===== config.mk =====
export PLATFORM = sky130hd
export DESIGN_NAME = neuron_adder
export DESIGN_NICKNAME = d
export VERILOG_FILES = /design/src/rtl/neuron_adder.sv
export SDC_FILE = /design/constraint.sdc
export NUM_CORES = 1
export LEC_CHECK = 0
export CORE_AREA = 5 5 97 99
export CTS_CLUSTER_SIZE = 20
export DETAILED_ROUTE_END_ITERATION = 7
export DIE_AREA = 0 0 102 104
export PLACE_DENSITY = 0.81
export SLEW_MARGIN = 20
export SYNTH_ARGS = -nofsm -noshare
export SYNTH_HDL_FRONTEND = slang
export SYNTH_SLANG_ARGS = --single-unit

===== constraint.sdc =====
create_clock -name clk -period 4.1 [get_ports clk]
set_clock_uncertainty 0.05 [all_clocks]
set_input_delay 0.82 -clock clk [delete_from_list [all_inputs] [get_ports clk]]
set_output_delay 0.82 -clock clk [all_outputs]
set_load 0.02 [all_outputs]

===== src/rtl/neuron_adder.sv =====
// Adder stage of the spiking convolution: gathers one partial sum per PE for the
// current output row, integrates it into that row's membrane potential, and emits a spike packet.
module neuron_adder #(
    parameter int              WIDTH      = 34,
    parameter int              WIDTH_addr = 4,
    parameter int              WIDTH_data = 8,
    parameter int              POT_WIDTH  = 10,
    parameter logic [3:0]      MY_ADDR    = 4'b1000,
    parameter logic [3:0]      OUT_ADDR   = 4'b1100,
    parameter logic [3:0]      PE1_addr   = 4'b0100,
    parameter logic [3:0]      PE2_addr   = 4'b0101,
    parameter logic [3:0]      PE3_addr   = 4'b0110,
    parameter int              NUM_ROWS   = 3,
    parameter int              THRESHOLD  = 64
) (
    input  logic             clk,
    input  logic             rst_n,
    input  logic [WIDTH-1:0] in_data,
    input  logic             in_valid,
    output logic             in_ready,
    output logic [WIDTH-1:0] out_data,
    output logic             out_valid,
    input  logic             out_ready,
    output logic             ts_done,
    output logic             err,
    output logic [1:0]       dbg_state
);

    // Handshakes: a beat transfers on the rising edge where valid && ready are both high;
    // a producer holds valid and data stable until that edge, and valid never depends on ready.

    localparam logic [1:0] COLLECT = 2'b00;
    localparam logic [1:0] FIRE    = 2'b01;
    localparam logic [1:0] SEND    = 2'b10;

    localparam int ROW_W = (NUM_ROWS > 1) ? $clog2(NUM_ROWS) : 1;
    localparam logic [ROW_W-1:0]     LAST_ROW = ROW_W'(NUM_ROWS - 1);
    localparam logic [POT_WIDTH-1:0] THR      = POT_WIDTH'(THRESHOLD);
    localparam logic [1:0]           PSUM_TYPE = 2'b10;

    logic [1:0]           state;
    logic                 ready_en;
    logic [ROW_W-1:0]     row;
    logic [2:0]           rx_mask;
    logic [POT_WIDTH-1:0] psum;
    logic [POT_WIDTH-1:0] pot [NUM_ROWS];

    logic [WIDTH_addr-1:0] pkt_src;
    logic [WIDTH_addr-1:0] pkt_dst;
    logic [1:0]            pkt_type;
    logic [WIDTH_data-1:0] pkt_val;
    logic [2:0]            src_bit;
    logic [2:0]            mask_next;
    logic                  in_xfer;
    logic                  legal;
    logic                  dup;
    logic                  accept;

    logic [POT_WIDTH:0]   v_full;
    logic [POT_WIDTH-1:0] v_sat;
    logic [POT_WIDTH-1:0] pot_new;
    logic                 spike;
    logic [1:0]           row_pad;
    logic [WIDTH-1:0]     result_pkt;

    // ready_en keeps in_ready low from reset assertion until the first edge after release
    assign in_ready  = ready_en && (state == COLLECT);
    assign dbg_state = state;

    assign pkt_src  = in_data[WIDTH-1 -: WIDTH_addr];
    assign pkt_dst  = in_data[WIDTH-1-WIDTH_addr -: WIDTH_addr];
    assign pkt_type = in_data[WIDTH-1-2*WIDTH_addr -: 2];
    assign pkt_val  = in_data[WIDTH_data-1:0];

    always_comb begin
        src_bit = 3'b000;
        if (pkt_src == PE1_addr) src_bit = 3'b001;
        else if (pkt_src == PE2_addr) src_bit = 3'b010;
        else if (pkt_src == PE3_addr) src_bit = 3'b100;
    end

    assign in_xfer   = in_valid && in_ready;
    assign legal     = (pkt_dst == MY_ADDR) && (pkt_type == PSUM_TYPE) && (src_bit != 3'b000);
    assign dup       = (src_bit & rx_mask) != 3'b000;
    assign accept    = legal && !dup;
    assign mask_next = rx_mask | src_bit;

    // Saturate the 11-bit sum before the threshold compare so overflow still fires
    assign v_full  = {1'b0, pot[row]} + {1'b0, psum};
    assign v_sat   = v_full[POT_WIDTH] ? {POT_WIDTH{1'b1}} : v_full[POT_WIDTH-1:0];
    assign spike   = (v_sat >= THR);
    assign pot_new = spike ? (v_sat - THR) : v_sat;
    assign row_pad = 2'(row);

    assign result_pkt = {MY_ADDR, OUT_ADDR, 2'b11, 6'b0, pot_new, 4'b0, row_pad, 1'b0, spike};

    always_ff @(posedge clk or negedge rst_n) begin
        if (!rst_n) begin
            state     <= COLLECT;
            ready_en  <= 1'b0;
            row       <= '0;
            rx_mask   <= 3'b000;
            psum      <= '0;
            out_valid <= 1'b0;
            out_data  <= '0;
            ts_done   <= 1'b0;
            err       <= 1'b0;
            for (int i = 0; i < NUM_ROWS; i++) begin
                pot[i] <= '0;
            end
        end else begin
            ready_en <= 1'b1;
            ts_done  <= 1'b0;
            err      <= 1'b0;
            case (state)
                COLLECT: begin
                    if (in_xfer) begin
                        if (accept) begin
                            rx_mask <= mask_next;
                            psum    <= psum + POT_WIDTH'(pkt_val);
                            if (mask_next == 3'b111) begin
                                state <= FIRE;
                            end
                        end else begin
                            err <= 1'b1;
                        end
                    end
                end
                FIRE: begin
                    pot[row]  <= pot_new;
                    out_data  <= result_pkt;
                    out_valid <= 1'b1;
                    rx_mask   <= 3'b000;
                    psum      <= '0;
                    state     <= SEND;
                end
                SEND: begin
                    if (out_ready) begin
                        out_valid <= 1'b0;
                        state     <= COLLECT;
                        if (row == LAST_ROW) begin
                            row     <= '0;
                            ts_done <= 1'b1;
                        end else begin
                            row <= row + 1'b1;
                        end
                    end
                end
                default: begin
                    state <= COLLECT;
                end
            endcase
        end
    end

    a_out_hold: assert property (@(posedge clk) disable iff (!rst_n)
        (out_valid && !out_ready) |=> (out_valid && $stable(out_data)));

    a_no_input_when_busy: assert property (@(posedge clk) disable iff (!rst_n)
        (state != COLLECT) |-> !in_ready);

endmodule

==> results.tsv <==
metric	value	unit
layout-drive-gt1-share	12.3	%
rows	34	
totalPowerFinal	1.30	mW
worstReg2RegEnd	pot[27]	
fin_crit_sh	95.2	%
status	completed	
setup.worst_path.class	reg -> reg	
start_kind	register	
grt_pass1_wl	13700	microns
grt_max_degree	47	
setup_viol	0	
lay_top_count	nand2_1	
flop_cell	dfrtp_1	
routedWlPerCell	13.8	microns
fmax	256	MHz
warning_count	43	
synth_flops	65	
cts_num_sinks	65	
wirelength	8050	microns
period_needed	3900	ps
htreeDepth	3	
fp.dieArea	10600	sq um
grt_remaining_overflow	0	
syn-cell-area	3880	sq um
[cells in the mapped netlist (3+ instances only)]
cell type,n
nor3_1,7
clkbuf_1,11
xnor2_1,11
buf_4,21
xor2_1,4
and3_1,3
o21ai_1,11
o21ai_2,4
nand3_1,4
nor2_1,32
o21ai_0,40
nor3b_1,3
a22o_1,11
inv_1,8
nand2b_1,8
nand2_1,67
mux2i_1,11
dfrtp_1,65
ha_1,20
nor2b_1,10
buf_2,4
a21oi_1,17
[cells by family after synthesis]
| kind of cell | share of synthesized area [%] |
|---|---|
| adder cells (fa/ha/maj) | 7.48 |
| buffers and inverters | 6.61 |
| AND-OR/OR-AND | 17.8 |
| other | 0.194 |
| flip-flops | 41.9 |
| multiplexers | 3.81 |
| XOR/XNOR | 3.39 |
| AND/OR/NAND/NOR | 18.8 |
[repair_timing]
item,in CTS,in global routing
endpoints found under the setup margin,0,13
resized,0,6
buffers inserted,0,3
[stage by stage]
step | cells | hold WS (ps) | setup slack, ps | area [sq um]
2_1_floorplan | 434 | 399 | 131 | 3940
3_3_place_gp | 563 | 412 | 191 | 4390
3_5_place_dp | 563 | 414 | 132 | 4390
4_1_cts | 578 | 430 | 108 | 4580
5_1_grt | 581 | 452 | 14.0 | 4620
6_report | 581 | 415 | 198 | 4620
[metal layers]
metal / routed length (microns) / GRT usage, % / vias up
met4: 162 / 5.44 / 0
met2: 4070 / 26.7 / 69
met1: 3490 / 20.0 / 1462
met5: 0 / 0 / -
met3: 320 / 3.02 / 17
li1: - / - / 1515
[worst max-delay path: stages, from the launching register on]
cell      delay [ps]
dfrtp_2          450
buf_6            180
mux2i_1          220
o21ai_0          120
ha_2             420
o21ai_1          100
nor3b_1          160
a311oi_1         320
o311ai_2         200
nor2_1           170
ha_1             190
nand4b_1         100
a21oi_1          110
o21ai_0           90
o31a_1           290
and3_4           200
mux2_4           340
o21ai_2          110
[final cells by class]
type	instances	area [sq um]	area share [%]
multi-input cells	323	2070	44.8
repair buffers	61	572	12.4
clock buffers	9	124	2.68
clock inverters	6	60.1	1.30
inverters	9	33.8	0.731
flip-flops and latches	65	1630	35.2
well taps	108	135	2.92
[worst min path at each step]
stage	depth (start not counted)	from	to	slack, ps
finish	1	rst_n	psum[6]	410
detailed placement	2	out_data[15]	out_data[15]	410
CTS	2	out_data[15]	out_data[15]	430
global route	2	out_data[10]	out_data[10]	450
global placement	2	pot[21]	pot[21]	410
floorplan	2	pot[20]	pot[20]	400
[state kept, by name, summed over array words and instances, names as in the netlist]
| signal | flops |
|---|---|
| ready_en | 1 |
| psum | 10 |
| pot | 30 |
| out_valid | 1 |
| out_data | 14 |
| row | 2 |
| ts_done | 1 |
| err | 1 |
| dbg_state | 2 |
| rx_mask | 3 |
[report_power, final]
group	switching, mW	internal [mW]	total (mW)
combinational	0.0714	0.0580	0.129
clock	0.244	0.274	0.518
sequential	0.00562	0.646	0.652
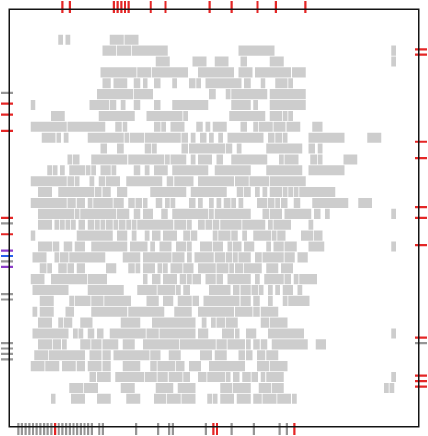
pinout.png
(4 px per micron) Pins as bars across the die edge, other pins in grey.
Red stands for out_data, pins 34, direction output, edge 14 north, 11 east, 5 west, 4 south. Blue stands for out_ready, pins 1, direction input, edge west. Purple stands for dbg_state, pins 2, direction output, edge west.
All pins by edge: 35 south, 17 west, 14 north, 12 east.

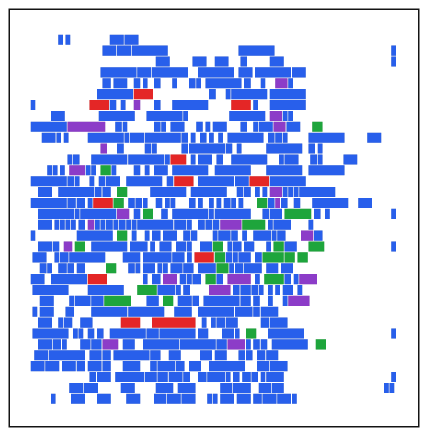
sizing.png
(4 px per micron)
Green stands for x3 and x4, cells 26. Blue stands for x1 and smaller, cells 415. Purple stands for x2, cells 21. Red stands for x6 and larger, cells 11.
final worst slack: 198 ps
number of non-clock buffers in the layout: 61

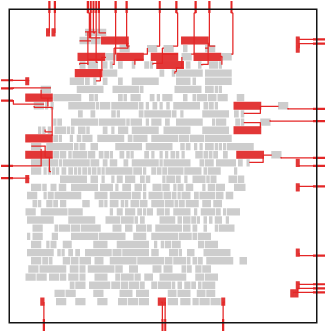
port_trees.png
(3 px per micron)
Red stands for out_data, bits 34, direction output, edge 14 north, 11 east, 5 west, 4 south, end cells 30, buffers 18, wire 502 microns.

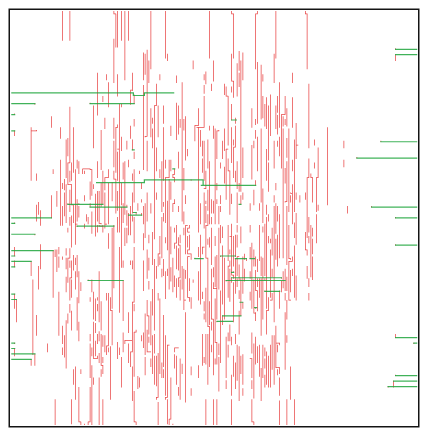
layers.png
(4 px per micron) Two of the layers only.
Green stands for M3, wire length 321 microns. Red stands for M2, wire length 4,070 microns.

